**Run 1: clock wiring as the flow saved it**

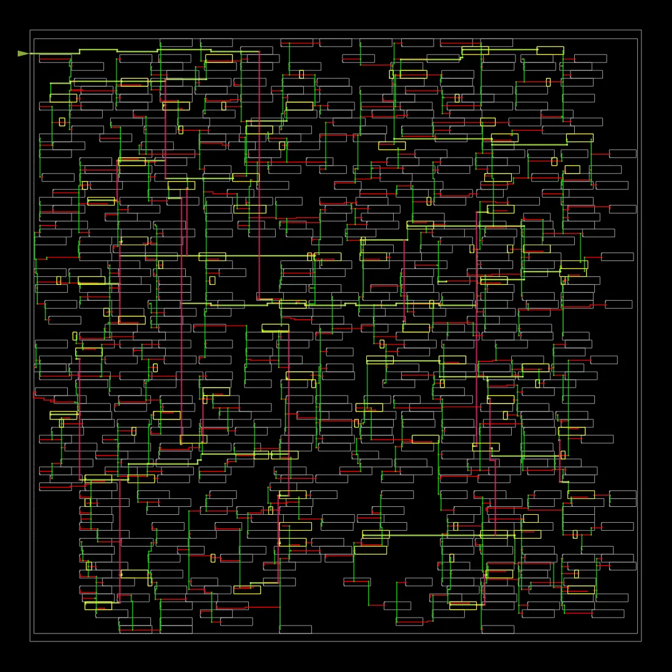
**Run 1: cell classes on the final placement**

Scale: 1.5 px per um.
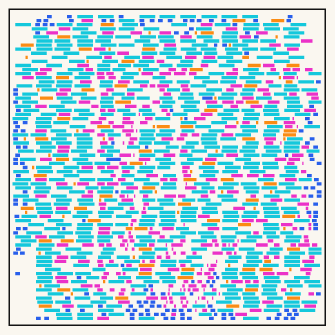
**Run 1: metal layers overlaid**

Scale: 1.5 px per um.
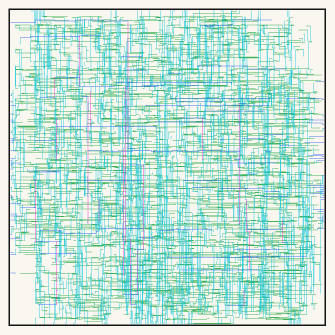
<file path="src/rtl/vector_output_streamer.sv">
// ============================================================================
// Module  : vector_output_streamer
// Purpose : Buffers CPU output vectors in a FIFO and streams them out one
//           element per handshake, lowest element index first.
// Revision: 1.0 - initial release
// ============================================================================
`default_nettype none

module vector_output_streamer #(
  parameter int DATA_WIDTH  = 19,
  parameter int VECTOR_SIZE = 6,
  parameter int DEPTH       = 4
) (
  input  logic                                clock_i,
  input  logic                                reset_ni,
  input  logic [VECTOR_SIZE*DATA_WIDTH-1:0]   vectorIn_i,
  input  logic                                vectorFlag_i,
  output logic [DATA_WIDTH-1:0]               wordData_o,
  output logic                                wordValid_o,
  input  logic                                wordReady_i,
  output logic                                wordLast_o,
  output logic [$clog2(VECTOR_SIZE)-1:0]      elementIndex_o,
  output logic [$clog2(DEPTH):0]              fifoCount_o,
  output logic                                overflow_o,
  input  logic                                clearOverflow_i
);

  localparam int VW = VECTOR_SIZE * DATA_WIDTH;
  localparam int IW = $clog2(VECTOR_SIZE);
  localparam int PW = $clog2(DEPTH);
  localparam int CW = PW + 1;

  localparam logic [IW-1:0] LAST_IDX = IW'(VECTOR_SIZE - 1);
  localparam logic [CW-1:0] DEPTH_C  = CW'(DEPTH);

  localparam logic [0:0] S_IDLE = 1'b0;
  localparam logic [0:0] S_SEND = 1'b1;

  logic [0:0]    state_q, state_d;
  logic [IW-1:0] idx_q, idx_d;
  logic [VW-1:0] hold_q, hold_d;
  logic [PW-1:0] wr_ptr_q, wr_ptr_d;
  logic [PW-1:0] rd_ptr_q, rd_ptr_d;
  logic [CW-1:0] count_q, count_d;
  logic          ovf_q, ovf_d;
  logic [VW-1:0] mem_q [DEPTH];

  logic w_send;
  logic w_accept;
  logic w_last;
  logic w_pop;
  logic w_push;

  assign w_send   = (state_q == S_SEND);
  assign w_accept = w_send && wordReady_i;
  assign w_last   = w_send && (idx_q == LAST_IDX);
  // A pop frees a slot on the same edge, so a full FIFO can still take a push.
  assign w_pop    = (count_q != '0) && (!w_send || (w_accept && w_last));
  assign w_push   = vectorFlag_i && ((count_q != DEPTH_C) || w_pop);

  always_comb begin
    state_d  = state_q;
    idx_d    = idx_q;
    hold_d   = hold_q;
    wr_ptr_d = wr_ptr_q + PW'(w_push);
    rd_ptr_d = rd_ptr_q + PW'(w_pop);
    count_d  = count_q + CW'(w_push) - CW'(w_pop);
    ovf_d    = ovf_q;

    if (w_pop) begin
      hold_d  = mem_q[rd_ptr_q];
      idx_d   = '0;
      state_d = S_SEND;
    end else if (w_accept) begin
      if (w_last) begin
        idx_d   = '0;
        state_d = S_IDLE;
      end else begin
        idx_d = idx_q + 1'b1;
      end
    end

    if (vectorFlag_i && !w_push) begin
      ovf_d = 1'b1;
    end else if (clearOverflow_i) begin
      ovf_d = 1'b0;
    end
  end

  always_ff @(posedge clock_i or negedge reset_ni) begin
    if (!reset_ni) begin
      state_q  <= S_IDLE;
      idx_q    <= '0;
      hold_q   <= '0;
      wr_ptr_q <= '0;
      rd_ptr_q <= '0;
      count_q  <= '0;
      ovf_q    <= 1'b0;
    end else begin
      state_q  <= state_d;
      idx_q    <= idx_d;
      hold_q   <= hold_d;
      wr_ptr_q <= wr_ptr_d;
      rd_ptr_q <= rd_ptr_d;
      count_q  <= count_d;
      ovf_q    <= ovf_d;
    end
  end

  // Storage array carries no reset; entries are only read after being written.
  always_ff @(posedge clock_i) begin
    if (w_push) begin
      mem_q[wr_ptr_q] <= vectorIn_i;
    end
  end

  assign wordValid_o    = w_send;
  assign wordData_o     = w_send ? hold_q[idx_q*DATA_WIDTH +: DATA_WIDTH] : '0;
  assign wordLast_o     = w_last;
  assign elementIndex_o = idx_q;
  assign fifoCount_o    = count_q;
  assign overflow_o     = ovf_q;

endmodule

`default_nettype wire

</file>
<file path="config.mk">
export PLATFORM = sky130hd
export DESIGN_NAME = vector_output_streamer
export DESIGN_NICKNAME = d
export VERILOG_FILES = /design/src/rtl/vector_output_streamer.sv
export SDC_FILE = /design/constraint.sdc
export NUM_CORES = 1
export LEC_CHECK = 0
export CAP_MARGIN = 0
export CELL_PAD_IN_SITES_DETAIL_PLACEMENT = 1
export CELL_PAD_IN_SITES_GLOBAL_PLACEMENT = 1
export CORE_MARGIN = 1
export CORE_UTILIZATION = 52
export DETAILED_ROUTE_END_ITERATION = 10
export PLACE_DENSITY_LB_ADDON = 0.08
export SLEW_MARGIN = 20
export SYNTH_ARGS = -nofsm -noshare
export SYNTH_HDL_FRONTEND = slang
export SYNTH_SLANG_ARGS = --single-unit
</file>
<file path="constraint.sdc">
create_clock -name clock_i -period 13.4 [get_ports clock_i]
set_input_delay 2.68 -clock clock_i [delete_from_list [all_inputs] [get_ports clock_i]]
set_output_delay 2.68 -clock clock_i [all_outputs]
set_load 0.005 [all_outputs]
</file>
==> reports/qor.csv, run 1 <==
stage,metric,value,unit
run_status,outcome,completed,
finish,# diodes,1,
drt,routed len/inst,27.1,um
die,Row Count,75,
final_timing,unrepaired setup endpoints after global routing,false,
finish,most numerous logic cell after layout,edfxtp_1,
clocking,cts repair resizes,0,
finish,Seq area share,0.642,
drt,met2 routed WL,23100,um
placement,Place WS,7.23,ns
finish,Top class by area,registers,
synthesis,Synth Seq Share,0.751,
final_timing,number of setup violations in the final report,0,
synthesis,Mux area share,0.211,
drt,top sig layer,met4,
final_timing,post-route worst setup slack,7.38,ns
critical_path,CP Data Arrival Time,3.34,ns
power_and_ir_drop,clock power share,0.260,
finish,Reg area,0.0169,mm^2
run,OpenROAD warnings,27,
synthesis,Mean Syn Cell Area,22.9,um^2
die,die width,210,um
drt,met3 routed WL,1860,um
synthesis,comb area leader,multiplexers,
drt,drt pass-1 iters,5,
power_and_ir_drop,overall power,6.02,mW
synthesis,Synth Area in Simple Gates,0.00379,
drt,via/cell ratio,5.76,
finish,Comb area,0.00515,mm^2
global_route,met2 Use GR,0.351,
power_and_ir_drop,Psw,1.73,mW
global_route,Most Crowded Layer GR,met2,
finish,Non-clk bufs,166,
global_route,Total GRT Usage,0.223,
placement,GPL Wtd Cong,0.706,
die,Initial Util,0.531,
worst_hold_path,WHS Endpoint,hold_q[113],
synthesis,ao+oa area frac,0.00786,
die,area of the die,0.0440,mm^2
critical_path,crit path DRT,10.72,ns
synthesis,xor/xnor share,0.00156,
global_route,largest net degree at the start of global routing,73,
power_and_ir_drop,Logic pwr share,0.286,
synthesis,Floorplan Nets,1107,
clocking,clk root buf,clkbuf_16,
drt,via count,10063,
synthesis,synthesis area per yosys,0.0224,mm^2
critical_path,crit path capture,wordData_o[7],
final_timing,TNS Setup,0,ns
clocking,clk slew on worst S/H paths,0.06,ns
clocking,setup bufs post-CTS,0,
power_and_ir_drop,comb pwr,1.72,mW
synthesis,Post-Synth Adder-Cell Area,0.00424,
power_and_ir_drop,Sw Ratio,0.287,
power_and_ir_drop,Clock group,1.56,mW
synthesis,Synth Cell Area,0.0224,mm^2
drt,DRC marker count from the first detailed-route iteration,646,
critical_path,Startpoint Class,flop,
finish,#MultiIn Comb,324,
clocking,"Clk Latency, worst-skew pair",0.60,ns
synthesis,instance count of the mapped netlist,981,
critical_path,R2R setup slack,9.54,ns
finish,Syn-to-layout area delta,17.1,%
global_route,grt met1 use,0.330,
critical_path,FF-to-FF End,mem_q[3][38],
die,Die H,210,um
clocking,H-tree levels,2,
worst_hold_path,HP Class,reg2reg,
synthesis,yosys cell count,981,
finish,share of layout cells above drive strength 1,0.293,
finish,fraction of area in clock buffers and inverters,0.0701,
final_timing,Fin. Hold Viols,0,
finish,clock buf count,92,
power_and_ir_drop,Sequential Power Share,0.454,
power_and_ir_drop,Peak supply drop,0.000119,V
synthesis,ys flops,582,
final_timing,max_slew headroom,0.313,
power_and_ir_drop,Seq power,2.73,mW
die,I/O pin count,147,
placement,number of port buffers,146,
global_route,met3 GRT Util,0.0350,
global_route,antenna violations before repair,0,
drt,DRC,0,
drt,WL met1,21600,um
critical_path,crit-path cells,"buf_4, mux4_2, inv_1, o22ai_1, clkdlybuf4s50_1",
global_route,GRT overflow,0,
synthesis,Synth Warn #,0,
finish,Logic inverters,26,
critical_path,max incr delay on CP,0.73,ns
Back to the opening pictures, 'clock wiring as the flow saved it':
clock tree sinks: 582
flip-flops: 582
Setup Skew: 0.0113 ns

Back to the opening pictures, 'cell classes on the final placement':
[blue] remaining buffers and delay cells | cells: 166 | share of their area: 6.4%
[orange] clock drivers and dummy loads | cells: 110 | share of their area: 7.2%
[cyan] registers | cells: 582 | share of their area: 66%
[magenta] remaining logic cells | cells: 350 | share of their area: 21%

Back to the opening pictures, 'metal layers overlaid':
[magenta] M4 | wire length: 865 um
[green] M1 | wire length: 21.6 mm
[blue] M3 | wire length: 1860 um
[cyan] M2 | wire length: 23.1 mm

-- run 1: synth_stat cells --
library cell,number,area [um^2]
buf_8,12,180
buf_4,3,22.5
a41o_1,1,10.0
mux2_4,60,901
nor3_2,1,10.0
nand3_1,2,10.0
buf_2,16,80.1
a21oi_2,1,8.76
xor2_1,2,17.5
xnor2_1,2,17.5
nand2b_1,1,6.26
edfxtp_1,456,13700
dfrtp_1,126,3150
buf_1,2,7.51
inv_1,26,97.6
mux2i_1,23,230
mux4_2,133,3000
mux2_2,54,608
o22ai_1,19,119
nor3_1,1,5.00
buf_6,2,22.5
o211ai_1,2,15.0
and3_1,2,12.5
nand2_1,6,22.5
nor2_1,1,3.75
ha_1,6,75.1
o32ai_1,1,8.76
fa_1,1,20.0
clkbuf_1,14,52.6
a21oi_1,2,10.0
nor3b_1,2,15.0
o21ai_0,1,5.00
-- run 1: through the flow --
step | cell area [um^2] | hold WS (ns) | utilization | std cells
final | 26300 | 0.508 | 0.622 | 1748
after global routing | 26300 | 0.527 | 0.622 | 1747
after CTS | 26200 | 0.511 | 0.621 | 1745
after detailed placement | 24400 | 0.493 | 0.577 | 1635
after global placement | 24400 | 0.488 | 0.577 | 1635
after floorplan | 22400 | 0.475 | - | 981
-- run 1: registers in the layout, summed over array words and instances (netlist names) --
name            flops
mem_q             456
hold_q            114
elementIndex_o      3
fifoCount_o         3
rd_ptr_q            2
wr_ptr_q            2
overflow_o          1
wordValid_o         1
-- run 1: worst max-delay path: cells and delay by family, from the launching register on --
| kind | cells | cell delay [ns] |
|---|---|---|
| buffers and inverters | 3 | 1.24 |
| DFF | 1 | 0.73 |
| muxes | 1 | 0.65 |
| AOI/OAI and AO/OA | 1 | 0.10 |
--- run 2 (diff from run 1) ---
- clock period: 13.4 -> 6.3 ns (I/O delays scaled with it)
==> run 2 against run 1 <==
  * Sequential share of layout area decreased by 0.42 points
  * Via count increased by 0.83%
  * Largest cell class unchanged
  * Critical path depth decreased by 2
  * Largest power group unchanged
  * Clock skew increased by 0.0052 ns
  * Count of clock-buffer cells in the layout decreased by 8
  * First-iteration DRC count increased by 19%
  * Die size unchanged
  * Synthesized cell count unchanged
  * Power increased by 120%
  * Critical path type unchanged
  * Core utilization increased by 0.41 points
  * Design area increased by 0.67%
==> reports/qor.csv, run 2 <==
stage,metric,value,unit,change
power_and_ir_drop,Sw Ratio,0.285,,was 0.287
drt,DRC marker count from the first detailed-route iteration,771,,was 646
synthesis,instance count of the mapped netlist,981,,unchanged
worst_hold_path,WHS Endpoint,hold_q[90],,was hold_q[113]
die,area of the die,0.0440,mm^2,unchanged
finish,most numerous logic cell after layout,edfxtp_1,,unchanged
final_timing,Setup Skew,0.0165,ns,was 0.0113 ns
die,Initial Util,0.531,,unchanged
finish,Seq area share,0.637,,was 0.642
synthesis,Synth Seq Share,0.751,,unchanged
critical_path,R2R setup slack,2.49,ns,was 9.54 ns
drt,via/cell ratio,5.82,,was 5.76
finish,Comb area,0.00517,mm^2,was 0.00515 mm^2
final_timing,Fin. Hold Viols,0,,unchanged
critical_path,FF-to-FF End,mem_q[1][63],,was mem_q[3][38]
final_timing,number of setup violations in the final report,0,,unchanged
synthesis,asr flop ratio synth,0.216,,unchanged
clocking,"Clk Latency, worst-skew pair",0.60,ns,about the same
finish,# diodes,0,,was 1
synthesis,ys flop type,edfxtp_1,,unchanged
clocking,clock tree sinks,582,,unchanged
synthesis,Floorplan Nets,1107,,unchanged
power_and_ir_drop,Sequential Power Share,0.452,,was 0.454
finish,Top reg by flops,mem_q,,unchanged
finish,share of layout cells above drive strength 1,0.301,,was 0.293
finish,post-route cell area,0.0264,mm^2,was 0.0263 mm^2
finish,fraction of area in clock buffers and inverters,0.0755,,was 0.0701
critical_path,CP Data Arrival Time,3.20,ns,was 3.34 ns
worst_hold_path,HP Class,reg2reg,,unchanged
clocking,clk slew on worst S/H paths,0.06,ns,about the same
power_and_ir_drop,clock power share,0.272,,was 0.260
drt,via count,10147,,was 10063
final_timing,TNS Setup,0,ns,unchanged
synthesis,Synth Cell Area,0.0224,mm^2,unchanged
die,I/O pin count,147,,unchanged
run_status,outcome,completed,,unchanged
clocking,clk root buf,clkbuf_16,,unchanged
synthesis,Max-area cell share,0.610,,unchanged
drt,routed len/inst,27.7,um,was 27.1 um
run,OpenROAD warnings,29,,was 27
synthesis,Synth Warn #,0,,unchanged
synthesis,Synth top cell by count,edfxtp_1,,unchanged
power_and_ir_drop,Psw,3.72,mW,was 1.73 mW
drt,drt pass-1 iters,5,,unchanged
finish,clock buf count,84,,was 92
synthesis,"top cells by area, synth","edfxtp_1, dfrtp_1, mux4_2",,unchanged
synthesis,Mean Syn Cell Area,22.9,um^2,unchanged
[run 2: critical path: stages (launching register included)]
cell	delay [ns]
dfrtp_1	0.64
nand3_1	0.76
o22ai_1	0.61
clkdlybuf4s50_1	0.59
[run 2: kinds of logic (layout without fill, tap and decap cells)]
logic type,Yosys count,count (layout),share of synthesized area
compound gates,27,27,0.00786
xor+xnor,4,4,0.00156
fa+ha+maj,7,7,0.00424
buf+inv,75,298,0.0206
flops,582,582,0.751
mux,270,270,0.211
simple gates,16,16,0.00379
[run 2: power by group through the flow]
stage          Combinational [mW]  Clock (mW)  Sequential (mW)
2_1_floorplan                2.65           0             5.57
3_3_place_gp                 3.60           0             5.91
3_5_place_dp                 3.66           0             5.97
4_1_cts                      3.69        3.62             5.90
5_1_grt                      3.84        3.74             6.00
6_report                     3.59        3.55             5.88
[run 2: stage by stage]
| stage | total power [mW] | setup WS (ns) | hold slack (ns) | instances |
|---|---|---|---|---|
| finish | 13.0 | 1.84 | 0.504 | 1743 |
| global route | 13.6 | 1.76 | 0.525 | 1743 |
| CTS | 13.2 | 1.79 | 0.509 | 1743 |
| detailed placement | 9.62 | 2.02 | 0.493 | 1633 |
| global placement | 9.51 | 2.03 | 0.487 | 1633 |
| floorplan | 8.22 | 1.15 | 0.475 | 981 |
[run 2: metal layers]
metal  vias up  part of all wire  global-route usage
met3        61             0.048              0.0359
li1       4365                 -                   -
met4         0             0.023              0.0712
met2       269              0.48               0.354
met5         -                 0                   0
met1      5452              0.45               0.334
[run 2: how the worst max path moves through the flow]
stage	slack, ns	end
3_3_place_gp	2.03	mem_q[1][45]
4_1_cts	1.79	wordData_o[2]
2_1_floorplan	1.15	mem_q[1][0]
3_5_place_dp	2.02	mem_q[1][30]
6_report	1.84	wordData_o[14]
5_1_grt	1.76	wordData_o[14]
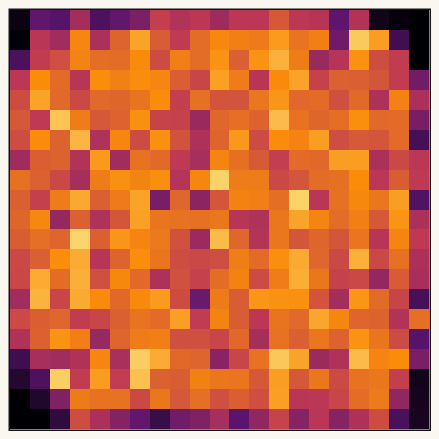
**Above:** run 2 (local utilization).
Scale: 2 px per um. The die is cut into 21 by 21 equal tiles; black is low, pale yellow is high, 0 to 100% covered.
nearly empty tiles: 1.8%
fullest tile: 91%
mean over tiles: 59%

--- run 3 (diff from run 2) ---
- clock period: 6.3 -> 4.24 ns (I/O delays scaled with it)
==> run 3 against run 2 <==
  * Register-to-register slack got worse by 1.1 ns
  * Routed wire length rose by 0.18%
  * Clock skew increased by 0.0048 ns
  * Count of clock-buffer cells in the layout down 5
  * Synthesized area unchanged
  * Critical path depth is the same
  * Synthesized cell count did not move
  * Flip-flop count unchanged
  * Critical path type unchanged
  * Largest cell class unchanged
  * Largest power group unchanged
==> reports/qor.csv, run 3 <==
stage,metric,value,unit,change
worst_hold_path,HP Class,in2async,,was reg2reg
clocking,cts repair resizes,0,,unchanged
die,Die H,210,um,unchanged
final_timing,unrepaired setup endpoints after global routing,false,,unchanged
run_status,outcome,completed,,unchanged
critical_path,Startpoint Class,flop,,unchanged
synthesis,Synth top cell by count,edfxtp_1,,unchanged
synthesis,ys flops,582,,unchanged
power_and_ir_drop,clock power share,0.253,,was 0.272
clocking,"Clk Latency, worst-skew pair",0.60,ns,about the same
placement,Place WS,0.930,ns,was 2.02 ns
synthesis,Synth Cell Area,0.0224,mm^2,unchanged
power_and_ir_drop,overall power,18.9,mW,was 13.0 mW
power_and_ir_drop,Logic pwr share,0.293,,was 0.276
die,die width,210,um,unchanged
global_route,largest net degree at the start of global routing,116,,unchanged
finish,biggest regs,"mem_q (456), hold_q (114)",,unchanged
die,I/O pin count,147,,unchanged
global_route,GRT overflow,0,,unchanged
clocking,clk slew on worst S/H paths,0.06,ns,about the same
die,Row Count,75,,unchanged
critical_path,crit path DRT,3.39,ns,was 5.04 ns
synthesis,Synth Warn #,0,,unchanged
synthesis,Max-area cell share,0.610,,unchanged
finish,post-route cell area,0.0263,mm^2,was 0.0264 mm^2
final_timing,post-route worst setup slack,0.528,ns,was 1.84 ns
final_timing,number of setup violations in the final report,0,,unchanged
clocking,CTS tree,yes,,unchanged
synthesis,instance count of the mapped netlist,981,,unchanged
clocking,setup bufs post-CTS,0,,unchanged
synthesis,count of library flops with an enable pin,456,,unchanged
synthesis,Yosys top cell by area,edfxtp_1,,unchanged
power_and_ir_drop,Sw Ratio,0.289,,was 0.285
placement,number of port buffers,146,,unchanged
finish,most numerous logic cell after layout,edfxtp_1,,unchanged
drt,via count,10128,,was 10147
power_and_ir_drop,Peak supply drop,0.000377,V,was 0.000333 V
global_route,Total GRT Usage,0.229,,was 0.227
synthesis,asr flop ratio synth,0.216,,unchanged
finish,Post-Route Utilization,0.623,,was 0.626
synthesis,synth cell count leaders,"edfxtp_1, mux4_2, dfrtp_1",,unchanged
final_timing,TNS Setup,0,ns,unchanged
power_and_ir_drop,Sequential Power Share,0.454,,was 0.452
critical_path,crit path capture,wordData_o[18],,was wordData_o[14]
clocking,H-tree levels,2,,unchanged
run,OpenROAD warnings,31,,was 29
clocking,clk root buf,clkbuf_16,,unchanged
finish,"commonest cells after routing, fill and taps aside","edfxtp_1, clkdlybuf4s50_1, mux4_2",,unchanged
global_route,antenna violations before repair,1,,was 0
drt,routed len/inst,27.7,um,about the same
critical_path,R2R setup slack,1.37,ns,was 2.49 ns
final_timing,Setup Skew,0.0214,ns,was 0.0165 ns
finish,Top reg by flops,mem_q,,unchanged
synthesis,ys flop type,edfxtp_1,,unchanged
critical_path,CP Data Arrival Time,2.86,ns,was 3.20 ns
finish,Layout Cells excl Fill,1745,,was 1743
die,Initial Util,0.531,,unchanged
placement,dpl cells,1639,,was 1633
placement,GPL Wtd Cong,0.727,,was 0.766
finish,number of flip-flops in the largest register,456,,unchanged
finish,share of layout cells above drive strength 1,0.297,,was 0.301
drt,DRC marker count from the first detailed-route iteration,670,,was 771
drt,via/cell ratio,5.80,,was 5.82
synthesis,Mean Syn Cell Area,22.9,um^2,unchanged
synthesis,Floorplan Nets,1107,,unchanged
synthesis,"top cells by area, synth","edfxtp_1, dfrtp_1, mux4_2",,unchanged
final_timing,max_slew headroom,0.344,,was 0.364
synthesis,Synth Seq Share,0.751,,unchanged
die,area of the die,0.0440,mm^2,unchanged
drt,DRC,0,,unchanged
final_timing,Fin. Hold Viols,0,,unchanged
power_and_ir_drop,Power Density,720,mW/mm^2,was 492 mW/mm^2
drt,drt pass-1 iters,4,,was 5
synthesis,synthesis area per yosys,0.0224,mm^2,unchanged
placement,Post-DP Area,0.0246,mm^2,was 0.0244 mm^2
finish,Syn-to-layout area delta,17.3,%,was 17.9%
critical_path,FF-to-FF End,fifoCount_o[2],,was mem_q[1][63]
clocking,clock tree sinks,582,,unchanged
critical_path,"critical path fanouts, max",20,,was 19
final_timing,hold_ws,0.299,ns,was 0.504 ns
power_and_ir_drop,Psw,5.47,mW,was 3.72 mW
synthesis,yosys cell count,981,,unchanged
==> run 3: worst min path at each step <==
stage | end | slack (ns)
finish | hold_q[77] | 0.30
global route | hold_q[77] | 0.34
floorplan | hold_q[63] | 0.48
CTS | hold_q[113] | 0.33
global placement | hold_q[0] | 0.49
detailed placement | hold_q[63] | 0.49
==> run 3: power groups by stage <==
stage                     Combinational [mW]  Clock (mW)  Sequential (mW)
after floorplan                         3.94           0             8.27
after global routing                    5.95        5.11             8.76
final                                   5.54        4.80             8.59
after detailed placement                5.67           0             8.72
after CTS                               5.70        4.93             8.63
after global placement                  5.62           0             8.63
==> run 3: final cells by class <==
type,count,area [um^2],share of cell area
multi-input combinational,324,5200,0.197
clock inverter,25,219,0.00832
antenna,2,5.00,0.000190
timing repair buffer,168,1730,0.0657
sequential,582,16900,0.641
clock buffer,79,1540,0.0585
tap,539,674,0.0256
inverter,26,97.6,0.00371
==> run 3: worst max-delay path, stage by stage, from the launching register on <==
cell             delay (ns)
dfrtp_1                0.60
nand2b_1               0.64
o22ai_1                0.47
clkdlybuf4s50_1        0.56
==> run 3: per-layer routing <==
layer | GRT usage | share of wire | up-vias
met3 | 0.0382 | 0.042 | 72
met1 | 0.338 | 0.45 | 5457
met2 | 0.356 | 0.48 | 227
li1 | - | - | 4372
met5 | 0 | 0 | -
met4 | 0.0677 | 0.025 | 0
==> run 3: kinds of logic after synthesis <==
group / after synthesis / synth area share
buffers and inverters: 75 / 0.0206
AND-OR/OR-AND: 27 / 0.00786
AND/OR/NAND/NOR: 16 / 0.00379
flip-flops: 582 / 0.751
multiplexers: 270 / 0.211
adder cells (fa/ha/maj): 7 / 0.00424
XOR/XNOR: 4 / 0.00156
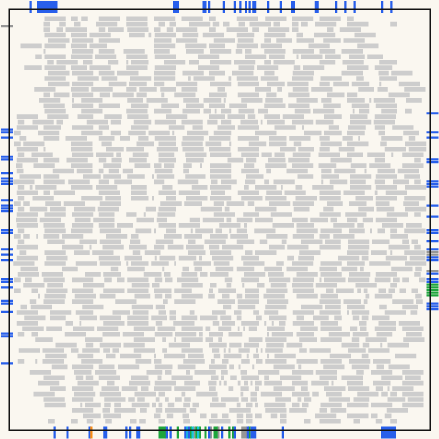
**Above:** run 3 (ports around the boundary).
Scale: 2 px per um. Pins as bars across the die edge, other pins in gray.
[cyan] `elementIndex_o` | pins: 3 | direction: output | edge: south
[blue] `vectorIn_i` | pins: 114 | direction: input | edge: 36 north, 29 south, 27 west, 22 east
[orange] `reset_ni` | pins: 1 | direction: input | edge: south
[green] `wordData_o` | pins: 19 | direction: output | edge: 14 south, 5 east
all pins by edge: 53 south, 36 north, 30 east, 28 west

Power and IR drop assume default switching activity.
